**config.mk**
```make
export PLATFORM = sky130hd
export DESIGN_NAME = opb_register_simulink2ppc_flat
export DESIGN_NICKNAME = d
export VERILOG_FILES = /design/src/rtl/opb_register_simulink2ppc_pkg.sv /design/src/rtl/opb_register_simulink2ppc_if.sv /design/src/rtl/opb_register_simulink2ppc_opb_slave_decode.sv /design/src/rtl/opb_register_simulink2ppc.sv /design/src/flat_wrapper.sv
export SDC_FILE = /design/constraint.sdc
export NUM_CORES = 1
export LEC_CHECK = 0
export ABC_AREA = 0
export CORE_MARGIN = 5
export CORE_UTILIZATION = 24
export CTS_CLUSTER_SIZE = 40
export DETAILED_ROUTE_END_ITERATION = 16
export GPL_TIMING_DRIVEN = 1
export PLACE_DENSITY = 0.58
export SETUP_SLACK_MARGIN = 0.02
export SLEW_MARGIN = 15
export SYNTH_ARGS = -nofsm -noshare
export SYNTH_HDL_FRONTEND = slang
export SYNTH_SLANG_ARGS = --single-unit
```
**constraint.sdc**
```tcl
create_clock -name OPB_Clk -period 2.1 [get_ports OPB_Clk]
set_input_delay 0.42 -clock OPB_Clk [delete_from_list [all_inputs] [get_ports OPB_Clk]]
set_output_delay 0.42 -clock OPB_Clk [all_outputs]
set_load 0.05 [all_outputs]
```
**src/rtl/opb_register_simulink2ppc_pkg.sv**
```systemverilog
// Shared definitions for the fabric-to-processor software register:
// register offsets, STATUS/CTRL bit positions and small decode helpers.
package opb_register_simulink2ppc_pkg;

  localparam logic [31:0] OFF_DATA   = 32'h0000_0000;
  localparam logic [31:0] OFF_STATUS = 32'h0000_0004;
  localparam logic [31:0] OFF_CTRL   = 32'h0000_0008;

  localparam int STAT_NEW     = 0;
  localparam int STAT_OVR     = 1;
  localparam int STAT_CNT_LSB = 16;

  localparam int CTRL_FREEZE = 0;
  localparam int CTRL_CLR    = 1;

  localparam int CNT_W = 16;

  typedef enum logic [1:0] {
    REG_DATA,
    REG_STATUS,
    REG_CTRL,
    REG_NONE
  } reg_sel_e;

  // Byte offset within the window -> register; anything past CTRL reads as zero.
  function automatic reg_sel_e decode_offset(input logic [31:0] off);
    reg_sel_e sel;
    case (off & ~32'h3)
      OFF_DATA:   sel = REG_DATA;
      OFF_STATUS: sel = REG_STATUS;
      OFF_CTRL:   sel = REG_CTRL;
      default:    sel = REG_NONE;
    endcase
    return sel;
  endfunction

  function automatic logic [31:0] status_word(input logic            new_flag,
                                              input logic            ovr_flag,
                                              input logic [CNT_W-1:0] cnt);
    logic [31:0] w;
    w = '0;
    w[STAT_NEW] = new_flag;
    w[STAT_OVR] = ovr_flag;
    w[STAT_CNT_LSB +: CNT_W] = cnt;
    return w;
  endfunction

endpackage

```
**src/rtl/opb_register_simulink2ppc_if.sv**
```systemverilog
// OPB master/slave signal bundle; vectors keep the bus's bit-0-is-MSB numbering.
interface opb_register_simulink2ppc_if;

  logic [0:31] OPB_ABus;
  logic [0:3]  OPB_BE;
  logic [0:31] OPB_DBus;
  logic        OPB_RNW;
  logic        OPB_select;
  logic        OPB_seqAddr;

  logic [0:31] Sl_DBus;
  logic        Sl_xferAck;
  logic        Sl_errAck;
  logic        Sl_retry;
  logic        Sl_toutSup;

  modport master (
    output OPB_ABus, OPB_BE, OPB_DBus, OPB_RNW, OPB_select, OPB_seqAddr,
    input  Sl_DBus, Sl_xferAck, Sl_errAck, Sl_retry, Sl_toutSup
  );

  modport slave (
    input  OPB_ABus, OPB_BE, OPB_DBus, OPB_RNW, OPB_select, OPB_seqAddr,
    output Sl_DBus, Sl_xferAck, Sl_errAck, Sl_retry, Sl_toutSup
  );

endinterface

```
**src/rtl/opb_register_simulink2ppc_opb_slave_decode.sv**
```systemverilog
// OPB slave front end: window compare, register select, and a one-cycle ack
// that re-arms only after select has been seen low.
module opb_slave_decode
  import opb_register_simulink2ppc_pkg::*;
#(
  parameter logic [31:0] C_BASEADDR   = 32'h0100_0300,
  parameter logic [31:0] C_HIGHADDR   = 32'h0100_03FF,
  parameter int          C_OPB_AWIDTH = 32
) (
  input  logic                  clk,
  input  logic                  rst_n,
  input  logic                  select_i,
  input  logic [0:C_OPB_AWIDTH-1] abus_i,
  input  logic                  rnw_i,
  input  logic                  be3_i,
  input  logic [1:0]            wbits_i,
  output logic                  xfer_o,
  output reg_sel_e              sel_o,
  output logic                  rnw_o,
  output logic                  be3_o,
  output logic [1:0]            wbits_o,
  output logic                  ack_o
);

  logic       in_window;
  logic       hit;
  logic [C_OPB_AWIDTH-1:0] off;
  logic       armed_q, armed_d;
  logic       xfer_q;
  logic       ack_q;
  reg_sel_e   sel_q;
  logic       rnw_q;
  logic       be3_q;
  logic [1:0] wbits_q;

  assign in_window = (abus_i >= C_BASEADDR) && (abus_i <= C_HIGHADDR);
  assign off       = abus_i - C_BASEADDR;
  assign hit       = select_i && armed_q && in_window;

  // A held select must not re-trigger; one low sample re-arms.
  always_comb begin
    armed_d = armed_q;
    if (!select_i) begin
      armed_d = 1'b1;
    end else if (hit) begin
      armed_d = 1'b0;
    end
  end

  always_ff @(posedge clk or negedge rst_n) begin
    if (!rst_n) begin
      armed_q <= 1'b1;
      xfer_q  <= 1'b0;
      ack_q   <= 1'b0;
      sel_q   <= REG_NONE;
      rnw_q   <= 1'b0;
      be3_q   <= 1'b0;
      wbits_q <= 2'b00;
    end else begin
      armed_q <= armed_d;
      xfer_q  <= hit;
      ack_q   <= xfer_q;
      if (hit) begin
        sel_q   <= decode_offset(32'(off));
        rnw_q   <= rnw_i;
        be3_q   <= be3_i;
        wbits_q <= wbits_i;
      end
    end
  end

  assign xfer_o  = xfer_q;
  assign sel_o   = sel_q;
  assign rnw_o   = rnw_q;
  assign be3_o   = be3_q;
  assign wbits_o = wbits_q;
  assign ack_o   = ack_q;

endmodule

```
**src/rtl/opb_register_simulink2ppc.sv**
```systemverilog
// Fabric-to-processor software register: captures user_data_in on user_valid and
// exposes DATA / STATUS / CTRL as a read-mostly OPB slave.
module opb_register_simulink2ppc
  import opb_register_simulink2ppc_pkg::*;
#(
  parameter logic [31:0] C_BASEADDR   = 32'h0100_0300,
  parameter logic [31:0] C_HIGHADDR   = 32'h0100_03FF,
  parameter int          C_OPB_AWIDTH = 32,
  parameter int          C_OPB_DWIDTH = 32,
  parameter string       C_FAMILY     = "virtex5"
) (
  input  logic                        OPB_Clk,
  input  logic                        OPB_Rst_n,
  opb_register_simulink2ppc_if.slave  opb,
  input  logic [31:0]                 user_data_in,
  input  logic                        user_valid,
  output logic                        user_frozen
);

  logic       xfer;
  reg_sel_e   sel;
  logic       rnw;
  logic       be3;
  logic [1:0] wbits;
  logic       ack;

  opb_slave_decode #(
    .C_BASEADDR   (C_BASEADDR),
    .C_HIGHADDR   (C_HIGHADDR),
    .C_OPB_AWIDTH (C_OPB_AWIDTH)
  ) u_decode (
    .clk      (OPB_Clk),
    .rst_n    (OPB_Rst_n),
    .select_i (opb.OPB_select),
    .abus_i   (opb.OPB_ABus),
    .rnw_i    (opb.OPB_RNW),
    .be3_i    (opb.OPB_BE[3]),
    .wbits_i  (opb.OPB_DBus[30:31]),
    .xfer_o   (xfer),
    .sel_o    (sel),
    .rnw_o    (rnw),
    .be3_o    (be3),
    .wbits_o  (wbits),
    .ack_o    (ack)
  );

  logic [31:0]      data_q, data_d;
  logic             new_q, new_d;
  logic             ovr_q, ovr_d;
  logic [CNT_W-1:0] cnt_q, cnt_d;
  logic             freeze_q, freeze_d;
  logic [C_OPB_DWIDTH-1:0] dbus_q, dbus_d;

  logic wr_ctrl, clr, data_rd, capture;
  logic [C_OPB_DWIDTH-1:0] rd_mux;

  assign wr_ctrl = xfer && !rnw && (sel == REG_CTRL) && be3;
  assign clr     = wr_ctrl && wbits[CTRL_CLR];
  assign data_rd = xfer && rnw && (sel == REG_DATA);
  assign capture = user_valid && !freeze_q;

  always_comb begin
    data_d   = data_q;
    new_d    = new_q;
    ovr_d    = ovr_q;
    cnt_d    = cnt_q;
    freeze_d = freeze_q;

    if (capture) begin
      data_d = user_data_in;
    end

    // A DATA read in the capture cycle still sees the old value, so no overrun.
    if (capture) begin
      new_d = 1'b1;
    end else if (data_rd) begin
      new_d = 1'b0;
    end

    if (clr) begin
      ovr_d = 1'b0;
      cnt_d = capture ? CNT_W'(1) : '0;
    end else if (capture) begin
      cnt_d = cnt_q + CNT_W'(1);
      if (new_q && !data_rd) begin
        ovr_d = 1'b1;
      end
    end

    if (wr_ctrl) begin
      freeze_d = wbits[CTRL_FREEZE];
    end
  end

  always_comb begin
    rd_mux = '0;
    case (sel)
      REG_DATA:   rd_mux = data_q;
      REG_STATUS: rd_mux = status_word(new_q, ovr_q, cnt_q);
      REG_CTRL:   rd_mux[CTRL_FREEZE] = freeze_q;
      default:    rd_mux = '0;
    endcase
    dbus_d = (xfer && rnw) ? rd_mux : '0;
  end

  always_ff @(posedge OPB_Clk or negedge OPB_Rst_n) begin
    if (!OPB_Rst_n) begin
      data_q   <= '0;
      new_q    <= 1'b0;
      ovr_q    <= 1'b0;
      cnt_q    <= '0;
      freeze_q <= 1'b0;
      dbus_q   <= '0;
    end else begin
      data_q   <= data_d;
      new_q    <= new_d;
      ovr_q    <= ovr_d;
      cnt_q    <= cnt_d;
      freeze_q <= freeze_d;
      dbus_q   <= dbus_d;
    end
  end

  // Packed assignment maps value bit i onto Sl_DBus[31-i].
  assign opb.Sl_DBus    = dbus_q;
  assign opb.Sl_xferAck = ack;
  assign opb.Sl_errAck  = 1'b0;
  assign opb.Sl_retry   = 1'b0;
  assign opb.Sl_toutSup = 1'b0;
  assign user_frozen    = freeze_q;

endmodule

```
**src/flat_wrapper.sv**
```systemverilog
// flat-port wrapper written by rule: the top's interface ports become plain ports
module opb_register_simulink2ppc_flat import opb_register_simulink2ppc_pkg::*;
#(
  parameter logic [31:0] C_BASEADDR   = 32'h0100_0300,
  parameter logic [31:0] C_HIGHADDR   = 32'h0100_03FF,
  parameter int          C_OPB_AWIDTH = 32,
  parameter int          C_OPB_DWIDTH = 32,
  parameter string       C_FAMILY     = "       "
)
  (OPB_Clk, OPB_Rst_n, user_data_in, user_valid, user_frozen, opb_OPB_ABus, opb_OPB_BE, opb_OPB_DBus, opb_OPB_RNW, opb_OPB_select, opb_OPB_seqAddr, opb_Sl_DBus, opb_Sl_xferAck, opb_Sl_errAck, opb_Sl_retry, opb_Sl_toutSup);
  opb_register_simulink2ppc_if opb_i ();
  input  logic OPB_Clk;
  input  logic OPB_Rst_n;
  input  logic [31:0] user_data_in;
  input  logic user_valid;
  output logic user_frozen;
  input wire logic [$bits(opb_i.OPB_ABus)-1:0] opb_OPB_ABus;
  input wire logic [$bits(opb_i.OPB_BE)-1:0] opb_OPB_BE;
  input wire logic [$bits(opb_i.OPB_DBus)-1:0] opb_OPB_DBus;
  input wire logic [$bits(opb_i.OPB_RNW)-1:0] opb_OPB_RNW;
  input wire logic [$bits(opb_i.OPB_select)-1:0] opb_OPB_select;
  input wire logic [$bits(opb_i.OPB_seqAddr)-1:0] opb_OPB_seqAddr;
  output wire logic [$bits(opb_i.Sl_DBus)-1:0] opb_Sl_DBus;
  output wire logic [$bits(opb_i.Sl_xferAck)-1:0] opb_Sl_xferAck;
  output wire logic [$bits(opb_i.Sl_errAck)-1:0] opb_Sl_errAck;
  output wire logic [$bits(opb_i.Sl_retry)-1:0] opb_Sl_retry;
  output wire logic [$bits(opb_i.Sl_toutSup)-1:0] opb_Sl_toutSup;
  assign opb_i.OPB_ABus = opb_OPB_ABus;
  assign opb_i.OPB_BE = opb_OPB_BE;
  assign opb_i.OPB_DBus = opb_OPB_DBus;
  assign opb_i.OPB_RNW = opb_OPB_RNW;
  assign opb_i.OPB_select = opb_OPB_select;
  assign opb_i.OPB_seqAddr = opb_OPB_seqAddr;
  assign opb_Sl_DBus = opb_i.Sl_DBus;
  assign opb_Sl_xferAck = opb_i.Sl_xferAck;
  assign opb_Sl_errAck = opb_i.Sl_errAck;
  assign opb_Sl_retry = opb_i.Sl_retry;
  assign opb_Sl_toutSup = opb_i.Sl_toutSup;
  opb_register_simulink2ppc #(.C_BASEADDR(C_BASEADDR), .C_HIGHADDR(C_HIGHADDR), .C_OPB_AWIDTH(C_OPB_AWIDTH), .C_OPB_DWIDTH(C_OPB_DWIDTH), .C_FAMILY(C_FAMILY)) u_core (.OPB_Clk(OPB_Clk), .OPB_Rst_n(OPB_Rst_n), .opb(opb_i), .user_data_in(user_data_in), .user_valid(user_valid), .user_frozen(user_frozen));
endmodule
```
==> notes.md, run 1 <==
Entry: Yosys synthesis followed by OpenROAD place and route.

Cells and area:
- The run puts the clock-cell share of area at 5.11%.
- Per the layout report, the design carries 13 clock buffers.
- The run puts the multi-input gate share of total cell area at 24.6%.
- The run gives the most frequent standard cell in the layout excluding fill and tap cells as clkdlybuf4s50_1.
- For this run, the post-layout net count is 501.
- The run puts the combined area of the multi-input logic cells at 1300 µm².

Synthesis:
- The run gives the most frequent cell after synthesis as dfrtp_1.
- The run puts the fraction of synthesis flops using an asynchronous set or reset pin at 100%.
- The run gives the area of the mapped netlist as 3650 µm².
- The run puts the post-synthesis average cell area at 13.2 µm².
- The run puts the proportion of synthesized chip area in sequential cells at 63.1%.
- Looking at area per cell type in the netlist, the leader is dfrtp_1.

Placed design:
- The placement summary gives the final routability congestion estimate as 0.731.

STA:
- Between clock sinks in the finished design, the worst skew comes to 6.44 ps.
- The run gives the pin slew with the least headroom to its limit as 520 ps.
- The run gives the clock period minus worst slack as 1940 ps.
- The max-slew check reports its worst relative slack as 65.2%.
- Setup repair after global routing left no endpoint under its margin.

Status:
- The flow ran to the end, and the final reports show no timing, DRC or antenna violations.

Clock tree:
- Clock tree synthesis inserted a total of 9 buffers.
- The run gives the CTS tree as built.
- The run gives the root cell of the clock tree as clkbuf_16.
- The clock reaches the later pin of the worst-skew pair after 340 ps.
- The run puts the post-cts gate resize count at 0.

Routing:
- The run puts the average routed wire per standard cell at 14.6 µm.
- The run gives the uppermost metal layer occupied by signal nets as met4.
- Detailed-route iteration 0 reported a violation count of 175.
- The run puts the post-route DRC violation count at 0.
- The run puts the routed length on met3 at 495 µm.

Die:
- The run gives the horizontal extent of the die as 133 µm.
- The run puts the floorplan row count at 45.
- The run puts the area of the die at 17,800 µm².

Setup path:
- On the worst path, the slowest cell contributes a delay of 820 ps.
- The run puts the count of buffer and inverter cells on the critical path at 1.
- Setup slack on the worst reg-to-reg path comes out at 290 ps.
- The run gives the critical register-to-register path startpoint as u_core.user_frozen.
- STA classifies the critical path endpoint as a primary output.

Power and ir drop:
- Per the summary, power density relative to cell area is 745 nW/µm².
- The script extracted a total leakage power of 2.24 nW.
- The run puts the peak ir drop on the vdd network at 405 µV.

Job:
- The run puts the max-capacitance violation count at 0.

Global route:
- The run gives the global-route track usage on met1 as 12.5%.
- The run puts the largest net degree at the start of global routing at 39.
- The run gives the remaining global-route overflow as 0.
- The first global-routing pass estimated 14.2 mm of wire.
[run 1: worst max-delay path by stage]
| stage | start | to | cells past startpoint |
|---|---|---|---|
| after floorplan | u_core.user_frozen | u_core.cnt_q[15] | 5 |
| after global placement | opb_OPB_ABus[11] | u_core.u_decode.wbits_o[0] | 6 |
| after detailed placement | opb_OPB_ABus[11] | u_core.u_decode.wbits_o[0] | 6 |
| after CTS | opb_OPB_ABus[11] | u_core.u_decode.wbits_o[1] | 6 |
| after global routing | opb_OPB_ABus[11] | u_core.u_decode.wbits_o[1] | 6 |
| final | u_core.u_decode.ack_o | opb_Sl_xferAck | 1 |
[run 1: through the flow]
step,area [µm²],hold slack (ps),power (mW),TNS (ps),std cells
2_1_floorplan,3660,124,2.24,0,278
3_3_place_gp,5020,384,2.48,-1360,571
3_5_place_dp,5020,383,2.50,-1980,571
4_1_cts,5290,52.1,4.02,0,586
5_1_grt,5290,91.2,4.15,0,586
6_report,5290,41.3,3.95,0,586
[run 1: cell families after synthesis]
logic type      Yosys count  share of synthesized area (%)
flops                    92                           63.1
xor+xnor                  8                           1.92
other cells               1                          0.103
buf+inv                  17                           2.12
simple gates             79                           12.8
mux                      39                           12.0
fa+ha+maj                 1                          0.343
compound gates           39                           7.64
[run 1: sequential cells by signal, summed over array words and instances (netlist names), 2 cells and up]
signal / cells
u_core.data_q: 32
u_core.cnt_q: 16
u_core.opb.Sl_DBus: 32
u_core.u_decode.sel_o: 2
u_core.u_decode.wbits_o: 2
[run 1: where the power goes]
| part | internal [mW] | switching (mW) | total [mW] | leakage [nW] |
|---|---|---|---|---|
| Combinational | 0.262 | 0.179 | 0.440 | 0.926 |
| Clock | 0.857 | 0.632 | 1.49 | 0.135 |
| Sequential | 1.90 | 0.120 | 2.02 | 1.18 |
| Total | 3.02 | 0.930 | 3.95 | 2.24 |
==> run_1/sizing.png <==
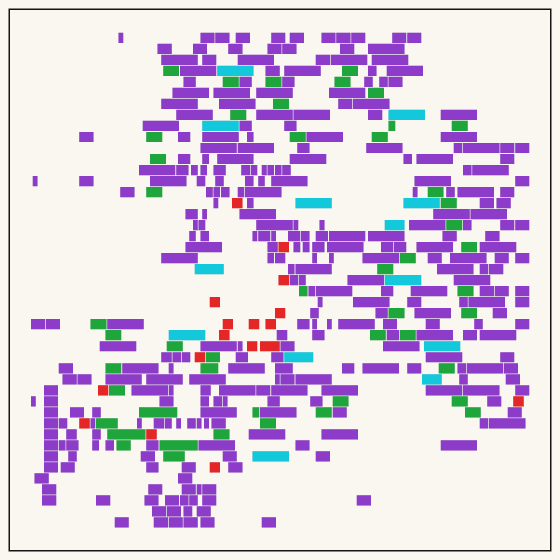
Key: x3 and x4 = red [cells 17]; x2 = green [cells 48]; x6 and larger = cyan [cells 13]; x1 and smaller = purple [cells 320]
worst setup slack after layout: 164 ps
final cell area excluding filler cells: 5290 µm²
non-clock buffer count in the final layout: 119
Synth-to-Final Area Change: 44.9%

==> run_1/port_trees.png <==
Bar = 50 µm.
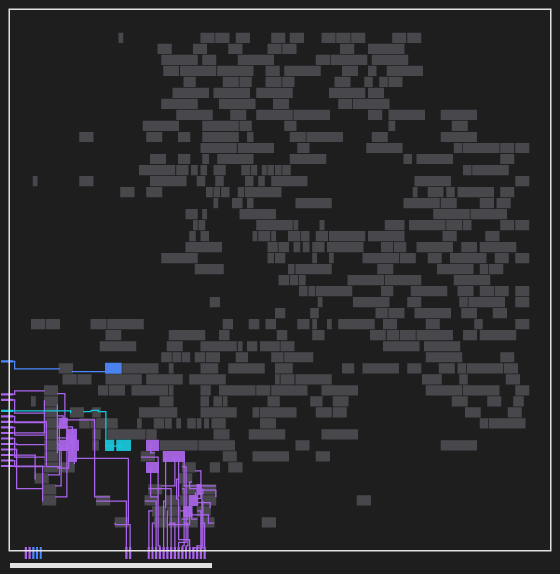
Key: opb_OPB_BE = blue [direction input, edge 3 bottom, 1 left, end cells 1, buffers 1, wire 24.6 µm]; opb_OPB_ABus = purple [direction input, edge 20 bottom, 12 left, end cells 11, buffers 30, wire 682 µm]; opb_OPB_select = cyan [direction input, edge left, end cells 2, buffers 1, wire 33.7 µm]
Port Buf Inserts: 103
count of pins on the block boundary: 143

==> run_1/placed.png <==
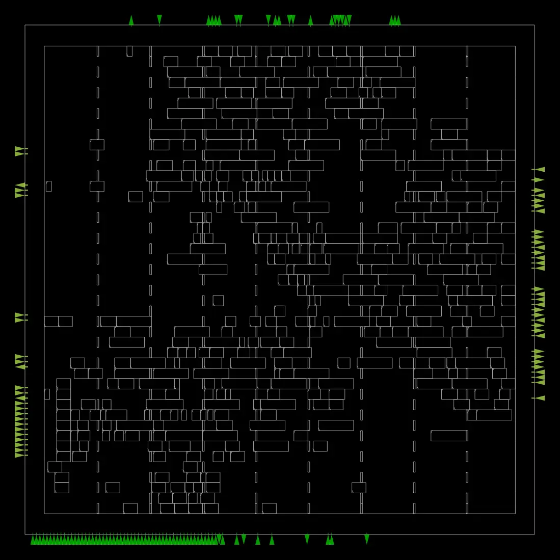
post-layout instance count excluding filler cells: 586
Floorplan Core Area: 15,100 µm²

## Run 2: what changed since run 1
- SKIP_CTS_REPAIR_TIMING: unset -> 1
==> run_2/class_map.png <==
Fill, decap, tap and diode cells in grey.
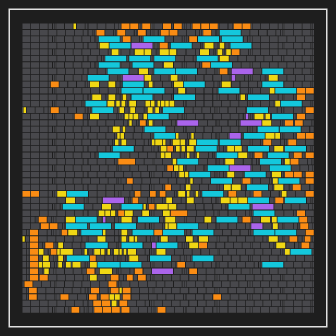
Key: clock drivers and dummy loads = purple [cells 15]; remaining buffers and delay cells = orange [cells 119]; sequential cells = cyan [cells 92]; remaining logic cells = yellow [cells 172]
std cell rows: 45
final design utilization: 35.1%
sequential share of cell area: 43.6%

==> run_2/port_trees.png <==
Bar = 50 µm.
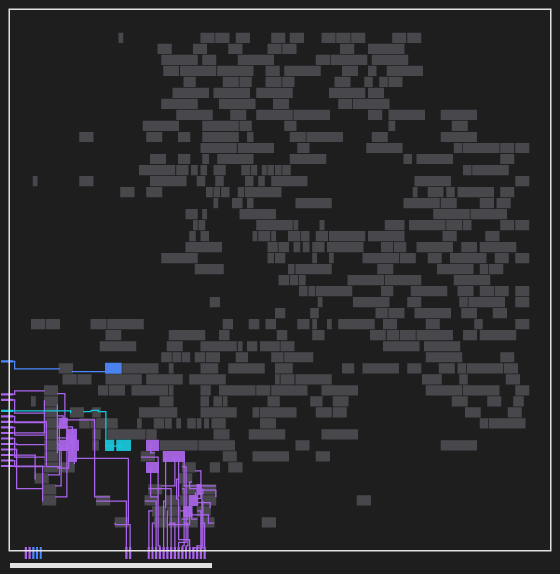

==> run_2/placed.png <==
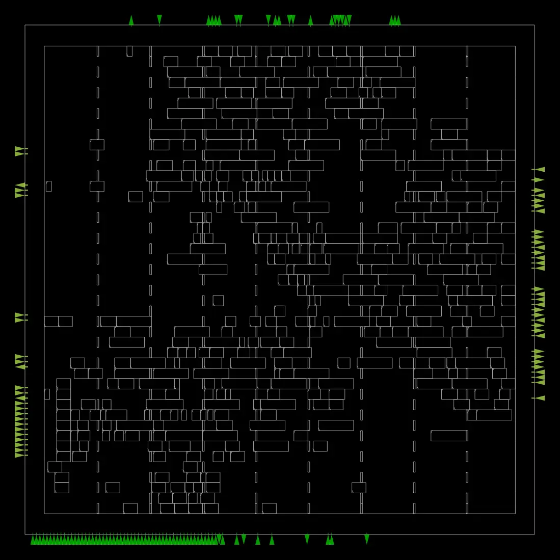
Tapcell Cnt: 188
fillers: 1,508

==> notes.md, run 2 <==
Entry: Yosys synthesis followed by OpenROAD place and route.

Power and ir drop:
- The run gives the leakage power of the design as 2.24 nW (unchanged).
- The combinational share of power came to 11.2% (about the same).
- The relative contribution of sequential cells to total power was 51.1% (about the same).
- The run gives the power share of the clock group as 37.7% (about the same).
- The run puts the reported net switching power at 0.930 mW (unchanged).
- The run gives the overall power consumption as 3.95 mW (unchanged).
- The ratio of total power to cell area is 745 nW/µm² (unchanged).
- The power attributed to combinational cells was 0.440 mW (about the same).
- The largest share of the power goes to registers.
- The run gives the peak ir drop on the vdd network as 405 µV (unchanged).
- The run gives the internal power consumption as 3.02 mW (unchanged).
- The fraction of power spent switching nets is 23.6% (unchanged).
- The run puts the power attributed to the clock group at 1.49 mW (about the same).

Clock tree:
- Clock tree synthesis selected as its root buffer the cell clkbuf_16.
- The run puts the clock latency on the worst-skew pair at 340 ps (about the same).
- The run gives the number of clock buffers inserted by TritonCTS as 9 (unchanged).

Synthesis:
- The run gives the post-synthesis average cell area as 13.2 µm² (unchanged).
- Looking at area per cell type in the netlist, the leader is dfrtp_1.
- The run gives the proportion of synthesized chip area in sequential cells as 63.1% (unchanged).
- The area of the mapped netlist is 3650 µm² (unchanged).
- The run gives the fraction of synthesis flops using an asynchronous set or reset pin as 100% (unchanged).
- The run gives the most frequent cell after synthesis as dfrtp_1.

STA:
- The run puts the setup slack after layout at 164 ps (unchanged).
- The run puts the normalized max-slew margin at 65.2% (unchanged).
- The run gives the clock period minus worst slack as 1940 ps (unchanged).
- The run puts the pin slew with the least headroom to its limit at 520 ps (unchanged).
- Setup repair after global routing left no endpoint under its margin.
- The run gives the setup skew after layout as 6.44 ps (unchanged).
- The run gives the portion of the clock cycle consumed by the worst path in the final layout as 92.2%.
- The run gives the hold slack as 41.3 ps (unchanged).

Die:
- The run gives the top-level I/O count as 143 (unchanged).
- The run gives the total core area as 15,100 µm² (unchanged).
- The run puts the horizontal extent of the die at 133 µm (unchanged).
- The run gives the area of the die as 17,800 µm² (unchanged).

Placed design:
- The total cell area at the placement stage came to 5020 µm² (unchanged).
- The run puts the number of port buffers at 103 (unchanged).
- The run gives the weighted congestion reported at the end of routability-driven placement as 0.731 (unchanged).
- The run puts the number of cells after detailed placement at 571 (unchanged).

Setup path:
- The run gives the cell family contributing the most delay on the critical path as buffers and inverters.
- The startpoint identified for the worst register-to-register timing path is u_core.user_frozen.
- STA classifies the critical path endpoint as a primary output.
- The count of buffer and inverter cells on the critical path came to 1 (unchanged).
- The run gives the largest stage delay on the critical path as 820 ps (about the same).
- The worst setup slack for register-to-register paths is 290 ps (about the same).

Cells and area:
- The number of non-filler instances in the completed layout was 586 (unchanged).
- The top cell type in the final layout, fill and taps aside, is clkdlybuf4s50_1.
- The total non-filler cell area in the finished layout is 5290 µm² (unchanged).
- The layout overhead on the synthesized area is 44.9% (unchanged).
- The run gives the net count of the finished layout as 501 (unchanged).

Global route:
- The run puts the remaining global-route overflow at 0 (unchanged).
- The first-pass GRT wire length was 14.2 mm (unchanged).
- The run gives the largest net degree at the start of global routing as 39 (unchanged).

Job:
- The run puts the max-capacitance violation count at 0 (unchanged).

Routing:
- The run puts the post-route DRC violation count at 0 (unchanged).
- The run puts the DRC marker count from the first detailed-route iteration at 175 (unchanged).
- The run gives the average routed wire per standard cell as 14.6 µm (unchanged).

Status:
- The run finished with clean final reports.
[run 2: cell counts after synthesis]
No cell type changed its count.
[run 2: kinds of logic (layout without fill, tap and decap cells)]
kind of cell | count (synthesis) | after routing | synth area share, %
compound gates | 39 | 39 | 7.64
xor+xnor | 8 | 8 | 1.92
fa+ha+maj | 1 | 1 | 0.343
buf+inv | 17 | 137 | 2.12
flops | 92 | 92 | 63.1
mux | 39 | 39 | 12.0
other cells | 1 | 3 | 0.103
simple gates | 79 | 79 | 12.8
[run 2: how the worst max path moves through the flow]
stage | from | to | slack (ps) | depth (start not counted)
2_1_floorplan | u_core.user_frozen | u_core.cnt_q[15] | 110 | 5
3_3_place_gp | opb_OPB_ABus[11] | u_core.u_decode.wbits_o[0] | -170 | 6
3_5_place_dp | opb_OPB_ABus[11] | u_core.u_decode.wbits_o[0] | -220 | 6
4_1_cts | opb_OPB_ABus[11] | u_core.u_decode.wbits_o[1] | 140 | 6
5_1_grt | opb_OPB_ABus[11] | u_core.u_decode.wbits_o[1] | 40 | 6
6_report | u_core.u_decode.ack_o | opb_Sl_xferAck | 160 | 1
[run 2: per-stage QoR]
step	setup TNS (ps)	util (%)
global route	0	35.1
finish	0	35.1
detailed placement	-1980	33.3
CTS	0	35.0
global placement	-1360	33.3
floorplan	0	-
[run 2: layout make-up]
type,count,area (µm²)
fillers,1508,9800
flip-flops and latches,92,2310
multi-input cells,169,1300
repair buffers,119,1170
clock buffers,13,260
well taps,188,235
inverters,3,11.3
clock inverters,2,10.0
[run 2: layer usage]
layer | vias up | track usage [%] | part of all wire, %
met5 | - | 0 | 0
met1 | 1267 | 12.5 | 44
met3 | 16 | 3.40 | 5.8
li1 | 1216 | - | -
met2 | 72 | 16.2 | 48
met4 | 0 | 4.46 | 2.1
Power and IR drop assume default switching activity.
